$ cat config.mk
export PLATFORM = sky130hd
export DESIGN_NAME = sb_commit_ctrl
export DESIGN_NICKNAME = d
export VERILOG_FILES = /design/src/rtl/sb_ctrl_pkg.sv /design/src/rtl/sb_ptr_ring.sv /design/src/rtl/sb_commit_ctrl.sv
export SDC_FILE = /design/constraint.sdc
export NUM_CORES = 1
export LEC_CHECK = 0
export ABC_CLOCK_PERIOD_IN_PS = 6800
export CAP_MARGIN = 20
export CORE_MARGIN = 2
export CORE_UTILIZATION = 40
export DETAILED_ROUTE_END_ITERATION = 6
export SLEW_MARGIN = 20
export SYNTH_ARGS = -nofsm -noshare
export SYNTH_HDL_FRONTEND = slang
export SYNTH_HIERARCHICAL = 1
export SYNTH_SLANG_ARGS = --single-unit
$ cat constraint.sdc
create_clock -name clk_i -period 6.8 [get_ports clk_i]
set_input_delay 1.36 -clock clk_i [delete_from_list [all_inputs] [get_ports clk_i]]
set_output_delay 1.36 -clock clk_i [all_outputs]
set_load 0.01 [all_outputs]
$ cat src/rtl/sb_ctrl_pkg.sv
// Shared types and default sizing for the scoreboard commit sequencer.
package sb_ctrl_pkg;

  localparam int unsigned SbEntries   = 8;
  localparam int unsigned CommitPorts = 2;
  localparam int unsigned WbPorts     = 4;
  localparam int unsigned SbIdxW      = $clog2(SbEntries);

  typedef logic [SbIdxW-1:0] sb_idx_t;
  typedef logic [SbIdxW:0]   sb_cnt_t;

endpackage

$ cat src/rtl/sb_ptr_ring.sv
// Modulo-2^Width ring pointer that advances by a variable amount each cycle.
module sb_ptr_ring #(
  parameter int unsigned Width = 3
) (
  input  logic             clk,
  input  logic             rst,
  input  logic             clr,
  input  logic [Width-1:0] inc,
  output logic [Width-1:0] ptr
);

  logic [Width-1:0] ptr_d, ptr_q;

  // Power-of-two depth, so natural overflow gives the modulo wrap.
  always_comb begin
    ptr_d = ptr_q + inc;
    if (clr) ptr_d = '0;
  end

  always_ff @(posedge clk or posedge rst) begin
    if (rst) ptr_q <= '0;
    else     ptr_q <= ptr_d;
  end

  assign ptr = ptr_q;

endmodule

$ cat src/rtl/sb_commit_ctrl.sv
// In-order scoreboard allocator: hands out entries, tracks writeback completion and
// offers the oldest completed entries to commit in program order.
module sb_commit_ctrl
  import sb_ctrl_pkg::*;
#(
  parameter int unsigned NR_SB_ENTRIES   = SbEntries,
  parameter int unsigned NR_COMMIT_PORTS = CommitPorts,
  parameter int unsigned NR_WB_PORTS     = WbPorts,
  parameter int unsigned IDX_W           = $clog2(NR_SB_ENTRIES)
) (
  input  logic                             clk_i,
  input  logic                             rst_i,
  input  logic                             flush_i,
  input  logic                             issue_valid_i,
  output logic                             issue_ready_o,
  output logic [IDX_W-1:0]                 issue_idx_o,
  input  logic [NR_WB_PORTS-1:0]           wb_valid_i,
  input  logic [NR_WB_PORTS*IDX_W-1:0]     wb_idx_i,
  output logic [NR_COMMIT_PORTS-1:0]       commit_valid_o,
  output logic [NR_COMMIT_PORTS*IDX_W-1:0] commit_idx_o,
  input  logic [NR_COMMIT_PORTS-1:0]       commit_ack_i,
  output logic                             full_o,
  output logic                             empty_o,
  output logic [IDX_W:0]                   count_o
);

  logic [NR_SB_ENTRIES-1:0] valid_d, valid_q;
  logic [NR_SB_ENTRIES-1:0] done_d, done_q;
  logic [IDX_W:0]           count_d, count_q;

  logic [IDX_W-1:0]           issue_ptr, commit_ptr;
  logic [IDX_W-1:0]           c_idx [NR_COMMIT_PORTS];
  logic [NR_COMMIT_PORTS-1:0] offer, honoured;
  logic [IDX_W:0]             n_commit;
  logic                       issue_fire;

  assign full_o        = (count_q == (IDX_W+1)'(NR_SB_ENTRIES));
  assign empty_o       = (count_q == '0);
  assign count_o       = count_q;
  assign issue_ready_o = !full_o && !flush_i;
  assign issue_idx_o   = issue_ptr;
  assign issue_fire    = issue_valid_i && issue_ready_o;

  // Each port is valid only behind a valid older port, and acks must be contiguous from port 0.
  always_comb begin
    offer    = '0;
    honoured = '0;
    n_commit = '0;
    for (int k = 0; k < NR_COMMIT_PORTS; k++) begin
      c_idx[k] = commit_ptr + IDX_W'(k);
      if (k == 0) begin
        offer[k]    = valid_q[c_idx[k]] && done_q[c_idx[k]] && !flush_i;
        honoured[k] = offer[k] && commit_ack_i[k];
      end else begin
        offer[k]    = offer[k-1] && valid_q[c_idx[k]] && done_q[c_idx[k]];
        honoured[k] = honoured[k-1] && offer[k] && commit_ack_i[k];
      end
      n_commit = n_commit + (IDX_W+1)'(honoured[k]);
    end
  end

  assign commit_valid_o = offer;

  for (genvar g = 0; g < NR_COMMIT_PORTS; g++) begin : g_commit_idx
    assign commit_idx_o[g*IDX_W +: IDX_W] = c_idx[g];
  end

  always_comb begin
    valid_d = valid_q;
    done_d  = done_q;
    count_d = count_q;
    if (flush_i) begin
      valid_d = '0;
      done_d  = '0;
      count_d = '0;
    end else begin
      for (int k = 0; k < NR_WB_PORTS; k++) begin
        if (wb_valid_i[k] && valid_q[wb_idx_i[k*IDX_W +: IDX_W]]) begin
          done_d[wb_idx_i[k*IDX_W +: IDX_W]] = 1'b1;
        end
      end
      for (int k = 0; k < NR_COMMIT_PORTS; k++) begin
        if (honoured[k]) begin
          valid_d[c_idx[k]] = 1'b0;
          done_d[c_idx[k]]  = 1'b0;
        end
      end
      // The issue slot is never valid, so it cannot collide with writeback or commit.
      if (issue_fire) begin
        valid_d[issue_ptr] = 1'b1;
        done_d[issue_ptr]  = 1'b0;
      end
      count_d = count_q + (IDX_W+1)'(issue_fire) - n_commit;
    end
  end

  always_ff @(posedge clk_i or posedge rst_i) begin
    if (rst_i) begin
      valid_q <= '0;
      done_q  <= '0;
      count_q <= '0;
    end else begin
      valid_q <= valid_d;
      done_q  <= done_d;
      count_q <= count_d;
    end
  end

  sb_ptr_ring #(
    .Width (IDX_W)
  ) u_issue_ptr (
    .clk (clk_i),
    .rst (rst_i),
    .clr (flush_i),
    .inc (IDX_W'(issue_fire)),
    .ptr (issue_ptr)
  );

  sb_ptr_ring #(
    .Width (IDX_W)
  ) u_commit_ptr (
    .clk (clk_i),
    .rst (rst_i),
    .clr (flush_i),
    .inc (IDX_W'(n_commit)),
    .ptr (commit_ptr)
  );

endmodule

run_1/gates.png
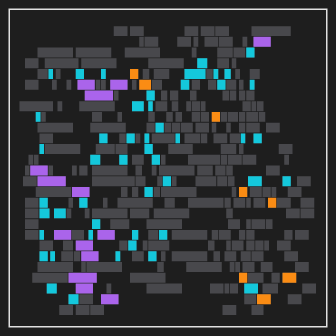
[cyan] nor cells | cells: 48 | most used: nor2_1
[orange] and/or cells | cells: 8 | most used: or3_1
[purple] fa/ha/maj cells | cells: 14 | most used: ha_1
non-filler instance count after layout: 373
fraction of area in multi-input gates: 53.9%
Commonest Layout Cell: clkdlybuf4s50_1

run_1/congestion_map.png
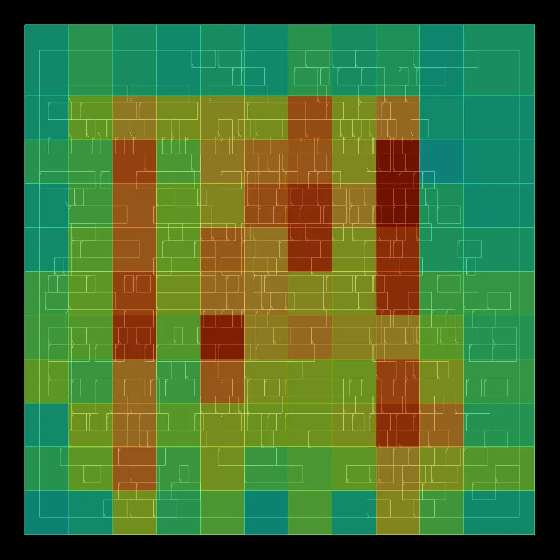
wire per inst: 17.4 um
met3 usage: 1.91%
gr usage total: 20.9%
Most Crowded Layer GR: met2
GR Util met1: 29.4%

run_1/ff_map.png
Bar = 20 um. Other sequential cells in the stronger gray, the rest of the logic in the fainter gray.
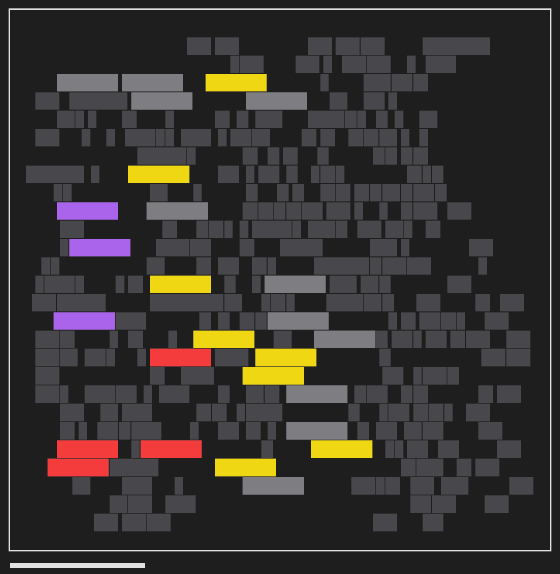
[red] count_o | placed flops: 4 | where: bottom left
[purple] u_issue_ptr/ptr | placed flops: 3
[yellow] valid_q | placed flops: 8
not colored: 11

run_1/port_trees.png
Bar = 20 um.
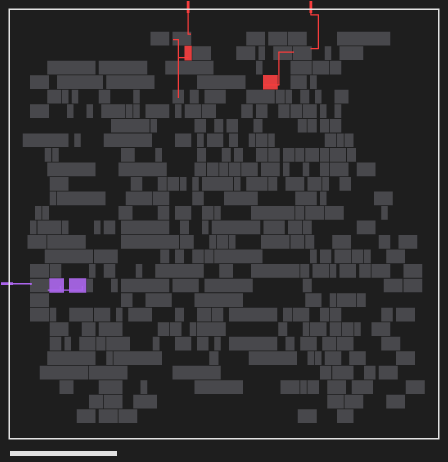
[red] commit_valid_o | bits: 2 | direction: output | end cells: 2 | wire: 39.7 um
[purple] issue_valid_i | bits: 1 | direction: input | end cells: 2 | wire: 11.4 um
IO Pins: 40
PortBufs: 39

==> results.sh, run 1 <==
# implementation run metrics
export IMPL_warning_count=27
export IMPL_postSynthCellCount=264
export IMPL_postCtsResizedCells=0
export IMPL_netlist_area_mm2=0.00232
export IMPL_hold_path_class="flop to flop"
export IMPL_cts_tree="built"
export IMPL_core_mm2=0.00554
export IMPL_clock_sinks=26
export IMPL_dpl_cell_count=369
export IMPL_crit_required_ns=5.44
export IMPL_area_growth_pct=22.2
export IMPL_cpMostUsedCell="clkdlybuf4s50_1"
export IMPL_critPathSlowestCell="clkdlybuf4s50_1"
export IMPL_timing_critical_path_buf_inv=4
export IMPL_setup_viol=0
export IMPL_die_height_um=80.2
export IMPL_drive_gt1_share_pct=5.98
export IMPL_place_detailed_hpwl_mm=4.96
export IMPL_lay_top_cells="39 x clkdlybuf4s50_1, 26 x dfrtp_1, 24 x inv_1"
export IMPL_cts_made_buffers=3
export IMPL_crit_path_start_kind="input pin"
export IMPL_fmax_ghz=0.210
export IMPL_die_w_um=80.2
export IMPL_grt_first_pass_wirelength_mm=10.5
export IMPL_async_flop_share_pct=100
export IMPL_status="finished, final reports clean"
export IMPL_ctsHtreeMaxLevel=1
export IMPL_total_power_mw=0.495
export IMPL_crit_start="flush_i"
export IMPL_placedInstanceArea_mm2=0.00276
export IMPL_slowest_delay_ns=0.57
export IMPL_fin_area_mm2=0.00283
export IMPL_drt_initial_drc_count=125
export IMPL_synth_cell_types=62
export IMPL_ir_drop_mv=0.110
export IMPL_yosys_warnings=6
export IMPL_yosys_area_mm2=0.00232
export IMPL_grt_max_degree=29
export IMPL_drtAntennaViolNets=0
run 1: synthesized netlist by cell type (3+ instances only):
master    count  area, um^2
nand4_1      10        62.6
nand2b_1      5        31.3
nand3b_1      3        22.5
o21bai_1      3        22.5
dfrtp_1      26         651
o31a_1        3        26.3
inv_1        24        90.1
nor4_1       11        68.8
a31oi_1       3        18.8
nor3b_1       5        37.5
a21oi_1      12        60.1
nor2_1       14        52.6
mux2i_1       5        50.1
or3_1         3        18.8
buf_2         3        15.0
ha_1         11         138
o21ai_0      10        50.1
nand4b_1      4        35.0
nor2b_1      11        68.8
nand3_1      13        65.1
o311ai_0      5        43.8
nand2_1      22        82.6
fa_1          3        60.1
run 1: metal layers:
metal	routed length [um]	up-vias
met5	0	-
met4	119	0
met3	338	9
met2	3020	76
met1	3000	1008
li1	-	1050
run 1: metrics by stage:
stage / setup WS, ns / util [%]
6_report: 2.04 / 51.2
3_5_place_dp: 2.06 / 49.9
3_3_place_gp: 2.10 / 49.9
2_1_floorplan: 2.86 / -
5_1_grt: 1.93 / 51.2
4_1_cts: 2.05 / 51.2
run 1: worst reg2reg max path, cell delays in order, from the launching register on:
cell and delay, ns:
dfrtp_1 0.94, ha_1 0.48, mux2i_1 0.18, a22oi_1 0.25, o22ai_1 0.16, nor4b_2 0.28
ha_1 0.24, inv_1 0.06, ha_1 0.32, ha_1 0.30, a21o_1 0.16, a21oi_1 0.18
xnor2_1 0.14, nor2_1 0.06
run 1: final cells by class:
cell class,instances,area [um^2]
Sequential cell,26,651
Tap cell,72,90.1
Fill cell,571,2710
Multi-Input combinational cell,205,1530
Clock inverter,1,30.0
Timing Repair Buffer,40,398
Clock buffer,3,41.3
Inverter,26,97.6
run 1: logic make-up (layout without fill, tap and decap cells):
group                      count (synthesis)  in the layout  share of synthesized area [%]
xor gates and xnor gates                   5              5                           3.99
and+or+nand+nor                          115            115                           29.0
muxes                                     11             11                           5.72
DFF                                       26             26                           28.0
buffers and inverters                     35             70                           6.47
other                                      1              3                          0.162
AOI/OAI and AO/OA                         57             57                           18.1
adders and majority gates                 14             14                           8.52
run 1: power by group:
| part | internal [mW] | switching, mW |
|---|---|---|
| Sequential | 0.169 | 0.0248 |
| Clock | 0.0787 | 0.0493 |
| Combinational | 0.0919 | 0.0815 |
| Total | 0.340 | 0.156 |
run 1: state kept, by name, indices dropped and copies added, names as in the netlist:
| register | count |
|---|---|
| done_q | 8 |
| valid_q | 8 |
| count_o | 4 |
| u_commit_ptr/ptr | 3 |
| u_issue_ptr/ptr | 3 |
run 1: path summary, 6_finish.rpt:
path | slack (ns) | to | depth (start not counted)
max in group asynchronous | 4.74 | done_q[4] | 2
hold / removal | 0.62 | valid_q[5] | 2
hold reg to reg | 0.62 | valid_q[5] | 2
setup reg to reg | 2.97 | count_o[3] | 13
min in group asynchronous | 1.30 | u_issue_ptr/ptr[0] | 2
setup / recovery | 2.04 | commit_valid_o[1] | 7
run_1/closeup.png
Bar = 10 um. Region (8, 8) to (33, 33) um. Cells in gray, sequential cells in the stronger gray; small squares are vias.
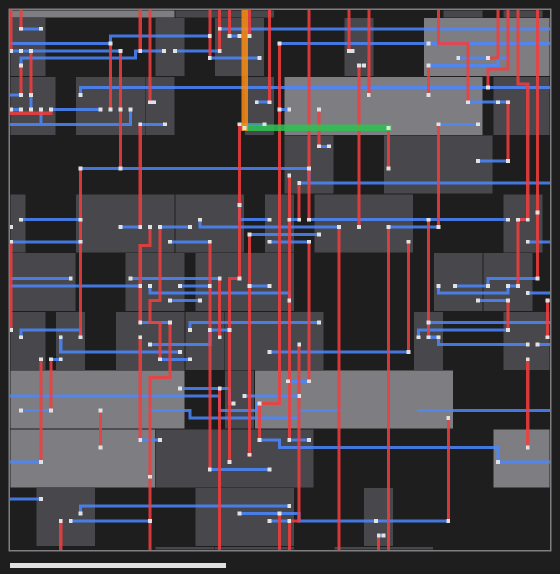

==> run 1 -> run 2 <==
--- a/config.mk
+++ b/config.mk
@@ -5,11 +5,12 @@
 export SDC_FILE = /design/constraint.sdc
 export NUM_CORES = 1
 export LEC_CHECK = 0
-export ABC_CLOCK_PERIOD_IN_PS = 6800
+export ABC_CLOCK_PERIOD_IN_PS = 3900
 export CAP_MARGIN = 20
 export CORE_MARGIN = 2
 export CORE_UTILIZATION = 40
 export DETAILED_ROUTE_END_ITERATION = 6
+export PLACE_DENSITY = 0.66
 export SLEW_MARGIN = 20
 export SYNTH_ARGS = -nofsm -noshare
 export SYNTH_HDL_FRONTEND = slang
==> constraint.sdc (replaced) <==
create_clock -name clk_i -period 3.9 [get_ports clk_i]
set_input_delay 0.78 -clock clk_i [delete_from_list [all_inputs] [get_ports clk_i]]
set_output_delay 0.78 -clock clk_i [all_outputs]
set_load 0.01 [all_outputs]
run_2/closeup.png
Bar = 10 um. Region (8, 8) to (33, 33) um. Cells in gray, sequential cells in the stronger gray; small squares are vias.
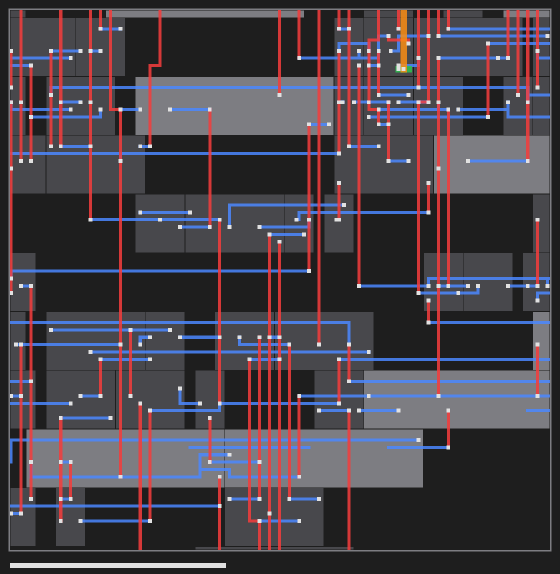
[blue] M1
[red] M2
[orange] M4
[green] M3
most frequent: ha_1 (6), dfrtp_1 (5)
sequential cells in the window: 5
cells with their middle in the window: 38
netlist names of flops here include: count_o (4), valid_q (1)

run_2/ff_map.png
Bar = 20 um. Other sequential cells in the stronger gray, the rest of the logic in the fainter gray.
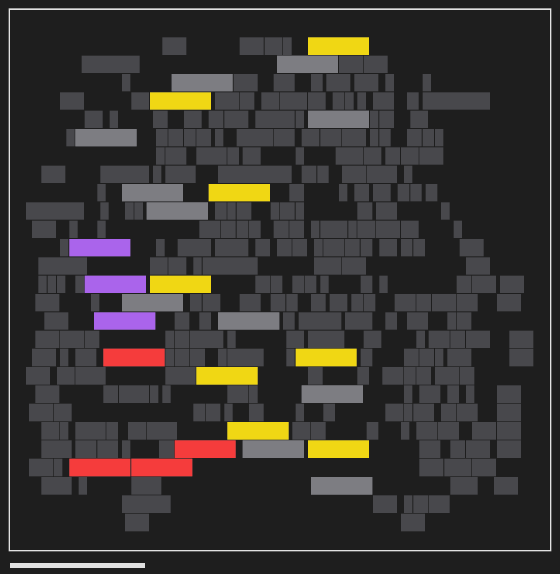
[yellow] valid_q | placed flops: 8
[red] count_o | placed flops: 4 | where: bottom left
[purple] u_issue_ptr/ptr | placed flops: 3
not colored: 11
Final Util: 52.2%
flop share of the area: 22.5%
sequential power: 0.337 mW

==> results.sh, run 2 <==
# implementation run metrics
export IMPL_die_height_um=80.2
export IMPL_worstReg2RegEnd="count_o[2]"
export IMPL_synth_cell_types=62
export IMPL_netlist_area_mm2=0.00232
export IMPL_pin_count=40
export IMPL_hold_path_end="done_q[0]"
export IMPL_ir_drop_mv=0.202
export IMPL_port_buffers=39
export IMPL_grt_first_pass_wirelength_mm=10.7
export IMPL_grt_remaining_overflow=0
export IMPL_post_cts_buffers=0
export IMPL_clock_sinks=26
export IMPL_yosys_area_top_type="dfrtp_1"
export IMPL_async_flop_share_pct=100
export IMPL_grt_usage_pct=21.1
export IMPL_crit_required_ns=3.12
export IMPL_layout_top_cell="clkdlybuf4s50_1"
export IMPL_common_cells="26 x dfrtp_1, 24 x inv_1, 22 x nand2_1"
export IMPL_fmax_ghz=0.282
export IMPL_yosys_warnings=6
export IMPL_worstReg2RegStart="u_commit_ptr/ptr[0]"
export IMPL_die_w_um=80.2
export IMPL_cts_made_buffers=3
export IMPL_cts_tree="built"
export IMPL_synth_top_area_share_pct=28.0
export IMPL_lay_top_cells="39 x clkdlybuf4s50_1, 26 x dfrtp_1, 24 x inv_1"
export IMPL_cts_buffer_depth=2
export IMPL_r2r_cells=14
export IMPL_topCellsByArea="dfrtp_1 28%, ha_1 5.9%, inv_1 3.9%"
export IMPL_status="finished, final reports clean"
export IMPL_postCtsResizedCells=0
export IMPL_drt_initial_drc_count=155
export IMPL_drive_gt1_share_pct=8.41
export IMPL_min_path_cells=2
export IMPL_synth_dominant_cell_count="dfrtp_1"
export IMPL_routedWlPerCell_um=17.3
export IMPL_hold_path_class="flop to flop"
export IMPL_ff2ff_setup_slack_ns=0.40
export IMPL_ctsHtreeMaxLevel=1
export IMPL_yosys_area_mm2=0.00232
export IMPL_drtAntennaViolNets=0
export IMPL_place_detailed_hpwl_mm=5.04
export IMPL_area_growth_pct=24.8
export IMPL_core_mm2=0.00554
export IMPL_crit_path_start_kind="flop"
export IMPL_postSynthCellCount=264
run_2/gates.png
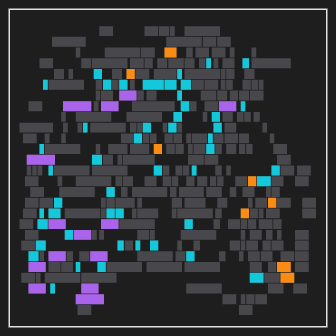
[orange] and/or cells | cells: 8 | most used: or3_1
[cyan] nor cells | cells: 48 | most used: nor2_1
[purple] fa/ha/maj cells | cells: 14 | most used: ha_1
non-filler instance count after layout: 381
fraction of area in multi-input gates: 52.7%

[run 2: cell count changes in the layout (fill, tap and decap cells not counted)]
cell | before | now
buf_4 | 1 | 9
[run 2: kinds of logic after synthesis]
group,after synthesis,synth area share (%)
AOI/OAI and AO/OA,57,18.1
other,1,0.162
xor gates and xnor gates,5,3.99
buffers and inverters,35,6.47
DFF,26,28.0
muxes,11,5.72
adders and majority gates,14,8.52
and+or+nand+nor,115,29.0
[run 2: worst max path at each step]
stage / from / end / slack (ns) / cells after the start
after floorplan: flush_i / count_o[2] / 0.54 / 13
after global placement: flush_i / count_o[2] / 0.44 / 12
after detailed placement: flush_i / count_o[2] / 0.40 / 12
after CTS: u_commit_ptr/ptr[0] / commit_valid_o[1] / 0.36 / 6
after global routing: u_commit_ptr/ptr[0] / count_o[2] / 0.22 / 14
final: u_commit_ptr/ptr[0] / commit_valid_o[1] / 0.36 / 6
[run 2: metrics by stage]
stage	area (um^2)	hold WS, ns	worst slack [ns]	instances	power, mW
2_1_floorplan	2330	0.534	0.539	266	0.506
3_3_place_gp	2820	0.603	0.438	377	0.643
3_5_place_dp	2820	0.600	0.399	377	0.645
4_1_cts	2890	0.620	0.362	381	0.873
5_1_grt	2890	0.633	0.218	381	0.918
6_report	2890	0.610	0.355	381	0.868
[run 2: cell type report]
type                    instances  area, um^2
repair buffers                 48         458
well taps                      72        90.1
fillers                       530        2650
flip-flops and latches         26         651
clock buffers                   3        41.3
clock inverters                 1        30.0
inverters                      26        97.6
multi-input cells             205        1530
[run 2: per-layer routing]
metal	GRT usage [%]	vias up	wire, um	share of wire [%]
li1	-	1069	-	-
met4	8.64	0	189	2.9
met2	34.5	102	3070	47
met5	0	-	0	0
met1	27.7	1060	2790	42
met3	3.15	17	526	8.0
[run 2: report_power, final]
group          leakage (nW)  internal, mW  switching (mW)
Sequential            0.356         0.295          0.0424
Clock                0.0357         0.137          0.0881
Combinational         0.730         0.163           0.142
[run 2: critical path, stage by stage, from the launching register on]
cell             delay [ns]
dfrtp_1                0.69
ha_1                   0.44
mux2i_1                0.16
a22oi_1                0.23
o22ai_1                0.15
nor3b_1                0.24
clkdlybuf4s50_1        0.58
run_2/congestion_map.png
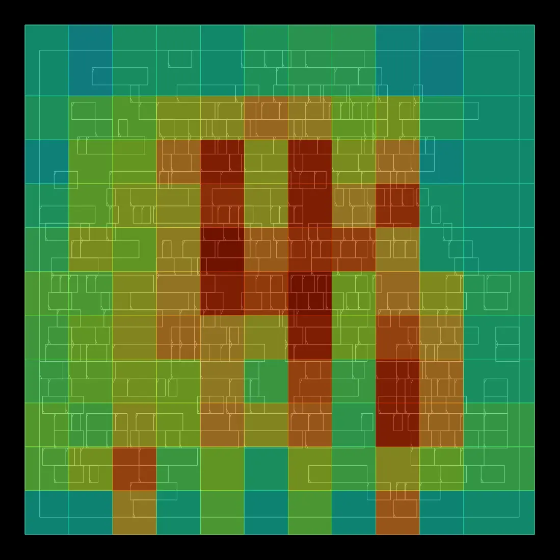

==> run 2 -> run 3 <==
--- a/config.mk
+++ b/config.mk
@@ -7,9 +7,9 @@
 export LEC_CHECK = 0
 export ABC_CLOCK_PERIOD_IN_PS = 3900
 export CAP_MARGIN = 20
-export CORE_MARGIN = 2
 export CORE_UTILIZATION = 40
 export DETAILED_ROUTE_END_ITERATION = 6
+export GPL_TIMING_DRIVEN = 1
 export PLACE_DENSITY = 0.66
 export SLEW_MARGIN = 20
 export SYNTH_ARGS = -nofsm -noshare
run_3/congestion_map.png
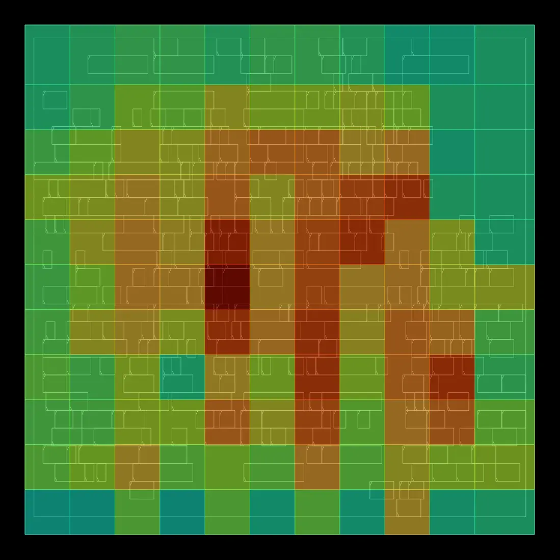
wire per inst: 16.4 um
met3 usage: 2.56%

run_3/ff_map.png
Bar = 20 um. Other sequential cells in the stronger gray, the rest of the logic in the fainter gray.
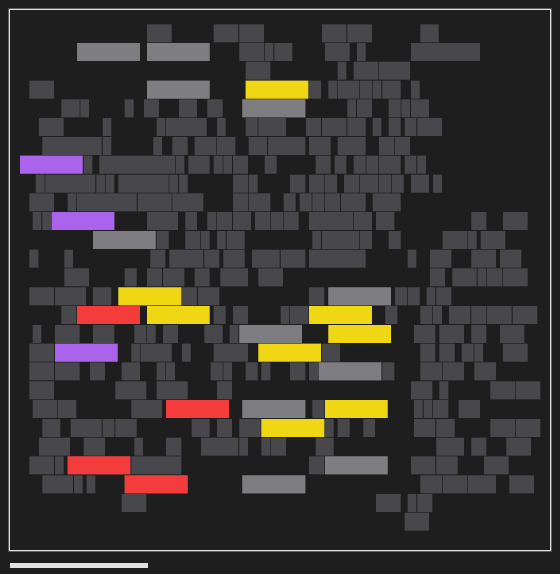
[red] count_o | placed flops: 4 | where: bottom left
[purple] u_issue_ptr/ptr | placed flops: 3
[yellow] valid_q | placed flops: 8
Final Util: 52.0%
flop share of the area: 22.6%

run_3/gates.png
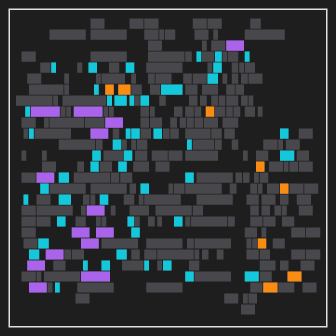
[orange] and/or cells | cells: 8 | most used: or3_1
[purple] fa/ha/maj cells | cells: 14 | most used: ha_1
[cyan] nor cells | cells: 48 | most used: nor2_1

==> results.sh, run 3 <==
# implementation run metrics
export IMPL_status="finished, final reports clean"
export IMPL_min_path_cells=2
export IMPL_power_frac_comb_pct=34.8
export IMPL_n_fill_cell=527
export IMPL_timing_critical_path_buf_inv=1
export IMPL_r2r_cells=13
export IMPL_fin_ws_ns=0.303
export IMPL_worstReg2RegEnd="count_o[3]"
export IMPL_async_flop_share_pct=100
export IMPL_grt_usage_pct=21.4
export IMPL_switching_share_pct=31.3
export IMPL_grt_remaining_overflow=0
export IMPL_yosys_warnings=6
export IMPL_dpl_cell_count=375
export IMPL_worstReg2RegStart="u_commit_ptr/ptr[0]"
export IMPL_clock_sinks=26
export IMPL_synth_dominant_cell_count="dfrtp_1"
export IMPL_postCtsResizedCells=0
export IMPL_ir_drop_mv=0.249
export IMPL_p_seq_share_pct=39.0
export IMPL_drive_gt1_share_pct=7.82
export IMPL_register_area_um2=651
export IMPL_die_height_um=78.2
export IMPL_cts_tree="built"
export IMPL_hold_path_end="valid_q[0]"
export IMPL_drtAntennaViolNets=0
export IMPL_grt_first_pass_wirelength_mm=10.2
export IMPL_topCellsByArea="dfrtp_1 28%, ha_1 5.9%, inv_1 3.9%"
export IMPL_pin_count=40
export IMPL_slowest_delay_ns=0.73
export IMPL_core_mm2=0.00554
export IMPL_area_growth_pct=24.1
export IMPL_post_cts_buffers=0
export IMPL_layout_top_cell="clkdlybuf4s50_1"
export IMPL_critPathSlowestCell="dfrtp_1"
export IMPL_place_detailed_hpwl_mm=4.90
export IMPL_hold_path_class="flop to flop"
export IMPL_die_w_um=78.2
export IMPL_logic_area_mm2=0.00153
export IMPL_pwr_share_clk_pct=26.2
export IMPL_yosys_area_mm2=0.00232
export IMPL_total_power_mw=0.864
export IMPL_ctsHtreeMaxLevel=1
run 3: metal layers:
layer	part of all wire, %	global-route usage [%]	vias to the layer above
li1	-	-	1066
met1	45	29.0	995
met2	46	35.4	83
met3	7.0	2.56	10
met4	2.1	7.22	0
met5	0	0	-
run 3: worst max path at each step:
stage,depth (start not counted),slack [ns],end,start
after detailed placement,14,0.34,count_o[3],u_commit_ptr/ptr[0]
after global placement,12,0.40,count_o[2],u_commit_ptr/ptr[0]
after floorplan,13,0.54,count_o[2],flush_i
after global routing,14,0.04,count_o[3],u_commit_ptr/ptr[0]
after CTS,14,0.32,count_o[3],u_commit_ptr/ptr[0]
final,6,0.30,commit_valid_o[1],u_commit_ptr/ptr[0]
run 3: area by class of cell:
type,count,share of cell area (%)
flip-flops and latches,26,22.6
clock buffers,3,1.43
clock inverters,1,1.04
repair buffers,46,15.4
multi-input cells,205,53.0
well taps,72,3.13
inverters,26,3.39
run 3: cell families (layout without fill, tap and decap cells):
| kind of cell | Yosys count | after routing | share of synthesized area [%] |
|---|---|---|---|
| simple gates | 115 | 115 | 29.0 |
| xor+xnor | 5 | 5 | 3.99 |
| compound gates | 57 | 57 | 18.1 |
| mux | 11 | 11 | 5.72 |
| flops | 26 | 26 | 28.0 |
| fa+ha+maj | 14 | 14 | 8.52 |
| buf+inv | 35 | 76 | 6.47 |
| other cells | 1 | 3 | 0.162 |
run 3: tightest hold or removal path, stage by stage (launching register included):
cell      delay, ns
dfrtp_1        0.44
nand2_1        0.09
o21bai_1       0.05
run 3: power groups by stage:
stage	Clock (mW)	Combinational, mW	Sequential, mW
final	0.226	0.301	0.337
after global routing	0.244	0.335	0.342
after CTS	0.231	0.304	0.337
after detailed placement	0	0.301	0.342
after global placement	0	0.299	0.342
after floorplan	0	0.172	0.334
run 3: stage by stage:
| stage | area, um^2 | hold slack (ns) |
|---|---|---|
| 2_1_floorplan | 2330 | 0.534 |
| 3_3_place_gp | 2810 | 0.589 |
| 3_5_place_dp | 2810 | 0.600 |
| 4_1_cts | 2880 | 0.614 |
| 5_1_grt | 2880 | 0.653 |
| 6_report | 2880 | 0.616 |
Power is estimated from default activity; no workload was simulated.
